M4 wires:
Drawn at 1 px/um. Supply wires on this layer in grey. Cells faint in the background.
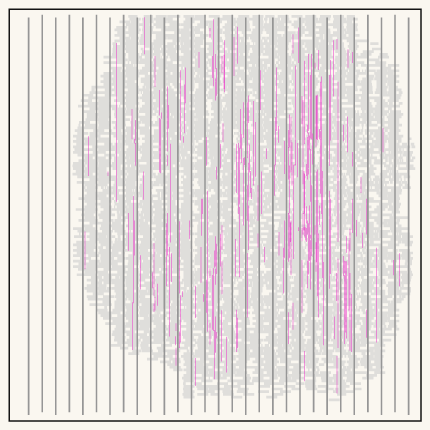
Close-up of the layout:
Window x 283 to 333, y 283 to 333 um. Cells in grey, sequential cells in the stronger grey; small squares are vias.
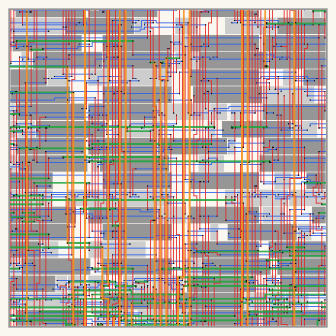
Signal wires on met3:
Drawn at 1 px/um. Cells faint in the background.
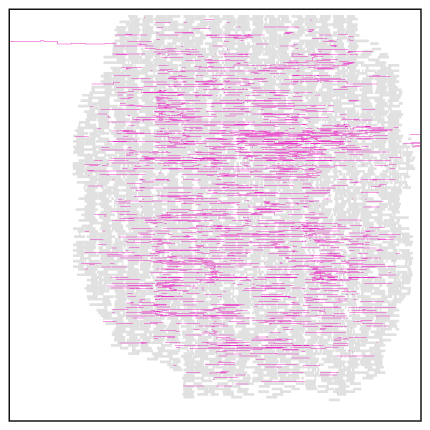
Placed cells, one colour a class:
Drawn at 1.5 px/um.
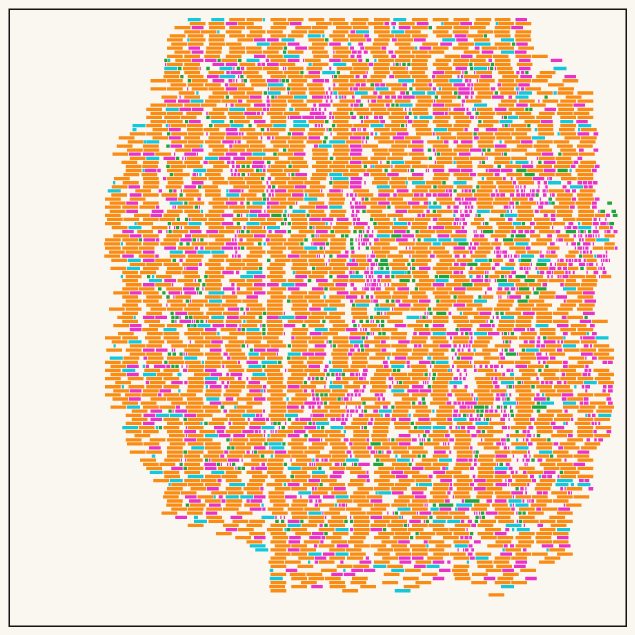
<file path="src/rtl/spi_ram_slave_p.sv">
// SPI slave with an on-chip single-port RAM: 2-bit command + DATA_WIDTH payload frames.
// Optional feature macro: SPI_ADDR_AUTOINC_EN (address auto-increment for bursts).
module spi_ram_slave_p #(
    parameter int DATA_WIDTH = 8,
    parameter int ADDR_WIDTH = 8,
    parameter int MEM_DEPTH  = 256
) (
    input  logic clk,
    input  logic rst_n,
    input  logic SS_n,
    input  logic MOSI,
    output logic MISO,
    output logic cmd_err
);

    localparam int FL  = DATA_WIDTH + 2;
    localparam int CW  = $clog2(FL + 1);
    localparam int MCW = $clog2(DATA_WIDTH + 1);
    localparam int IW  = (MEM_DEPTH > 1) ? $clog2(MEM_DEPTH) : 1;
    localparam logic [CW-1:0]         FL_C    = CW'(FL);
    localparam logic [CW-1:0]         LAST_C  = CW'(FL - 1);
    localparam logic [MCW-1:0]        DW_C    = MCW'(DATA_WIDTH);
    localparam logic [ADDR_WIDTH:0]   DEPTH_C = (ADDR_WIDTH + 1)'(MEM_DEPTH);

    typedef enum logic [2:0] {IDLE, CHK_CMD, WRITE, READ_ADD, READ_DATA} state_t;

    state_t                  state_q, state_d;
    state_t                  fstate_q;
    logic [FL-1:0]           frame_q;
    logic [CW-1:0]           bcnt_q;
    logic                    done_q;
    logic [ADDR_WIDTH-1:0]   wr_addr_q, rd_addr_q;
    logic                    rd_valid_q;
    logic [DATA_WIDTH-1:0]   rdata_q, shreg_q;
    logic                    load_q, shift_q;
    logic [MCW-1:0]          mcnt_q;
    logic                    miso_q, cmd_err_q;

    logic [DATA_WIDTH-1:0]   mem [MEM_DEPTH];

    logic                    data_st, sample;
    logic [1:0]              cmd;
    logic [DATA_WIDTH-1:0]   pl;
    logic                    do_wa, do_wd, do_ra, do_rd, do_err;
    logic                    wr_in_range, rd_in_range;

    // FSM: state register
    always_ff @(posedge clk) begin
        if (!rst_n) state_q <= IDLE;
        else        state_q <= state_d;
    end

    // FSM: next state; data states hold until SS_n deasserts
    always_comb begin
        state_d = state_q;
        case (state_q)
            IDLE:    if (!SS_n) state_d = CHK_CMD;
            CHK_CMD: begin
                if (SS_n)            state_d = IDLE;
                else if (!MOSI)      state_d = WRITE;
                else if (rd_valid_q) state_d = READ_DATA;
                else                 state_d = READ_ADD;
            end
            default: if (SS_n) state_d = IDLE;
        endcase
    end

    // The last frame bit is still taken when SS_n rises on the same edge
    always_comb begin
        data_st = (state_q == WRITE) || (state_q == READ_ADD) || (state_q == READ_DATA);
        sample  = data_st && (bcnt_q != FL_C) && (!SS_n || (bcnt_q == LAST_C));
        cmd     = frame_q[FL-1:FL-2];
        pl      = frame_q[DATA_WIDTH-1:0];
        do_wa   = done_q && (fstate_q == WRITE)     && (cmd == 2'b00);
        do_wd   = done_q && (fstate_q == WRITE)     && (cmd == 2'b01);
        do_ra   = done_q && (fstate_q == READ_ADD)  && (cmd == 2'b10);
        do_rd   = done_q && (fstate_q == READ_DATA) && (cmd == 2'b11);
        do_err  = done_q && !(do_wa || do_wd || do_ra || do_rd);
        wr_in_range = {1'b0, wr_addr_q} < DEPTH_C;
        rd_in_range = {1'b0, rd_addr_q} < DEPTH_C;
    end

`ifdef SPI_ADDR_AUTOINC_EN
    logic [ADDR_WIDTH:0]   wr_sum, rd_sum, wr_mod, rd_mod;
    logic [ADDR_WIDTH-1:0] wr_next, rd_next;

    always_comb begin
        wr_sum  = {1'b0, wr_addr_q} + (ADDR_WIDTH + 1)'(1);
        rd_sum  = {1'b0, rd_addr_q} + (ADDR_WIDTH + 1)'(1);
        wr_mod  = wr_sum % DEPTH_C;
        rd_mod  = rd_sum % DEPTH_C;
        wr_next = wr_mod[ADDR_WIDTH-1:0];
        rd_next = rd_mod[ADDR_WIDTH-1:0];
    end
`endif

    // RAM: not reset; out-of-range writes dropped and reads return zero
    always_ff @(posedge clk) begin
        if (rst_n && do_wd && wr_in_range)
            mem[wr_addr_q[IW-1:0]] <= pl;
        if (do_rd)
            rdata_q <= rd_in_range ? mem[rd_addr_q[IW-1:0]] : '0;
    end

    always_ff @(posedge clk) begin
        if (!rst_n) begin
            fstate_q   <= IDLE;
            frame_q    <= '0;
            bcnt_q     <= '0;
            done_q     <= 1'b0;
            wr_addr_q  <= '0;
            rd_addr_q  <= '0;
            rd_valid_q <= 1'b0;
            shreg_q    <= '0;
            load_q     <= 1'b0;
            shift_q    <= 1'b0;
            mcnt_q     <= '0;
            miso_q     <= 1'b0;
            cmd_err_q  <= 1'b0;
        end else begin
            cmd_err_q <= do_err;
            done_q    <= sample && (bcnt_q == LAST_C);

            if (!data_st) begin
                bcnt_q <= '0;
            end else if (sample) begin
                frame_q  <= {frame_q[FL-2:0], MOSI};
                bcnt_q   <= bcnt_q + CW'(1);
                fstate_q <= state_q;
            end

            if (do_wa) wr_addr_q <= pl[ADDR_WIDTH-1:0];
`ifdef SPI_ADDR_AUTOINC_EN
            if (do_wd) wr_addr_q <= wr_next;
`endif
            if (do_ra) begin
                rd_addr_q  <= pl[ADDR_WIDTH-1:0];
                rd_valid_q <= 1'b1;
            end

            // Read return: RAM latency, load, then DATA_WIDTH shift cycles
            load_q <= do_rd;
            if (SS_n) begin
                load_q  <= 1'b0;
                shift_q <= 1'b0;
                mcnt_q  <= '0;
                miso_q  <= 1'b0;
            end else if (load_q) begin
                shreg_q <= rdata_q;
                shift_q <= 1'b1;
                mcnt_q  <= '0;
            end else if (shift_q) begin
                if (mcnt_q == DW_C) begin
                    miso_q  <= 1'b0;
                    shift_q <= 1'b0;
`ifdef SPI_ADDR_AUTOINC_EN
                    rd_addr_q  <= rd_next;
`else
                    rd_valid_q <= 1'b0;
`endif
                end else begin
                    miso_q  <= shreg_q[DATA_WIDTH-1];
                    shreg_q <= {shreg_q[DATA_WIDTH-2:0], 1'b0};
                    mcnt_q  <= mcnt_q + MCW'(1);
                end
            end
        end
    end

    assign MISO    = miso_q;
    assign cmd_err = cmd_err_q;

endmodule

</file>
<file path="config.mk">
export PLATFORM = sky130hd
export DESIGN_NAME = spi_ram_slave_p
export DESIGN_NICKNAME = d
export VERILOG_FILES = /design/src/rtl/spi_ram_slave_p.sv
export SDC_FILE = /design/constraint.sdc
export NUM_CORES = 2
export LEC_CHECK = 0
export CAP_MARGIN = 15
export CELL_PAD_IN_SITES_DETAIL_PLACEMENT = 0
export CELL_PAD_IN_SITES_GLOBAL_PLACEMENT = 1
export CORE_MARGIN = 5
export CORE_UTILIZATION = 51
export DETAILED_ROUTE_END_ITERATION = 12
export PLACE_DENSITY = 0.87
export SLEW_MARGIN = 30
export SYNTH_ARGS = -nofsm -noshare
export SYNTH_HDL_FRONTEND = slang
export SYNTH_SLANG_ARGS = --single-unit
</file>
<file path="constraint.sdc">
create_clock -name clk -period 4.28 [get_ports clk]
set_input_delay 1.284 -clock clk [delete_from_list [all_inputs] [get_ports clk]]
set_output_delay 1.284 -clock clk [all_outputs]
set_load 0.1 [all_outputs]
</file>
==> results.toml <==
# synthesis and place-and-route metrics
[outcome]
outcome = "finished, final reports clean"

[synth]
synthAoiAreaFrac = 0.0386
syn-instance-count = 4007
async_flop_share = 0
simple_gate_share = 0.0295
ys_seq_frac = 0.769
synth.area.mux_share = 0.143
flop_cell = "edfxtp_1"
ys_sh_xor = 0.000643
edf_count = 2056

[die]
die_area_sq_mm = 0.168
die_w_um = 410

[timing]
hold_viol_final = 0
setup_viol = 0
layout_setup_ws_ns = 0.415
period_used_share = 0.903
whs_ns = 0.486
fin_tns_setup_ns = 0
rsz0062_at_grt = "false"
tightest_slew_ns = 1.03

[min_path]
hold_start = "shreg_q[0]$_SDFFE_PN0P_"

[finish]
lay_top_count = "edfxtp_1"
syn2layout_area_growth_pct = 13.9
instances_no_fill = 6669
n_antenna_cell = 0
drive_gt1_frac = 0.263

[power_and_ir_drop]
p_comb_frac = 0.001
powerDensity_mw_per_mm2 = 424
power_frac_seq = 0.565

[setup_path]
cp.arrival_ns = 4.43
crit_start = "rd_addr_q[0]$_SDFFE_PN0P_"
crit_end = "rdata_q[5]$_DFFE_PP_"

[route]
wl_met3_mm = 22.8
routed.top_layer = "met4"
viasPerCell = 6.42
drt-pass1-iter-count = 5

[grt]
grt_pass1_wl_mm = 294
grt_overflow_total = 0
grt_busiest_layer = "met2"

[clocking]
cts-htree-levels = 4
clock_sinks = 2110
cts_hold_repair.buffers = 0
cts_tree = "yes"

[placed_design]
io_buffers = 5
hpwl_mm = 120
place_congestion = 0.861

[run]
warnings = 36
maxCapViolCount = 0
Back to the opening pictures, 'M4 wires':
main direction	vertical
wire length on this layer	8930 um
nets with wire on the layer	139

Back to the opening pictures, 'close-up of the layout':
colour	layer
red	met2
blue	met1
green	met3
orange	met4
cells with their middle in the window	108
netlist names of flops here include	`mem` (50)
sequential cells in the window	50
most frequent	edfxtp_1 (50), mux4_2 (12), buf_4 (12)

Back to the opening pictures, 'signal wires on met3':
wire length on this layer	22.8 mm
nets with wire on the layer	674
longest straight run	141 um
share of all routed wire	11%
main direction	horizontal
via count: 42.8k
met3 usage: 0.0517

Back to the opening pictures, 'placed cells, one colour a class':
colour	class	cells	share of their area
cyan	clock drivers and dummy loads	359	7.0%
green	other buffers and delay cells	452	4.2%
magenta	all other logic	1662	19%
orange	flip-flops	2110	69%
post-route cell area: 0.0931 sq mm
Final Util: 0.582

## cells in the mapped netlist, types with 5 or more instances
cell type  instances
buf_4             20
buf_1             10
a221oi_1          16
and2_1             5
o21ai_0           27
dfxtp_1           54
nor2_1           337
buf_6             34
a31oi_1           16
nand4_1            6
o221ai_1          34
a22o_1            13
buf_8             12
a22oi_1          152
edfxtp_1        2056
nand3_1           24
clkbuf_1         102
nor2b_1           23
nor4_1            23
buf_12             6
inv_1             12
nor3_1            21
a21oi_1           99
mux4_2           420
a211oi_1          26
mux2_2             8
o22ai_1           43
nand2_1           65
mux2i_1          211
buf_2             51
ha_1               5
nand2b_1          18
## critical path: stages (launching register included)
cell and delay, ns:
dfxtp_4 0.93, buf_12 0.36, buf_4 0.31, mux4_2 0.54
a22oi_1 0.41, a21oi_1 0.14, nor4_1 0.50, buf_4 0.26
nor3_1 0.05
## sequential cells by signal, indices dropped and copies added, names as in the netlist
| name | cells |
|---|---|
| rd_valid_q | 1 |
| mcnt_q | 4 |
| cmd_err | 1 |
| rd_addr_q | 8 |
| shreg_q | 8 |
| fstate_q | 3 |
| load_q | 1 |
| rdata_q | 8 |
| MISO | 1 |
| wr_addr_q | 8 |
| done_q | 1 |
| bcnt_q | 4 |
| mem | 2048 |
| state_q | 3 |
| frame_q | 10 |
| shift_q | 1 |
## cell type report
cell class,count,area (sq um),area share
flip-flops and latches,2110,62900,0.675
multi-input cells,1649,17400,0.187
clock buffers,238,5040,0.0542
repair buffers,452,3830,0.0411
well taps,2086,2610,0.0280
clock inverters,121,1250,0.0134
inverters,13,48.8,0.000524
## power groups by stage
stage	registers (uW)	logic, uW	clock network, uW
final	22300	34.4	17100
after global routing	22300	37.1	18200
after CTS	22300	34.2	17300
after detailed placement	22800	34.0	0
after global placement	22800	32.9	0
after floorplan	22800	12.8	0
Power figures rest on the tool's default switching activity, not on a simulated workload.
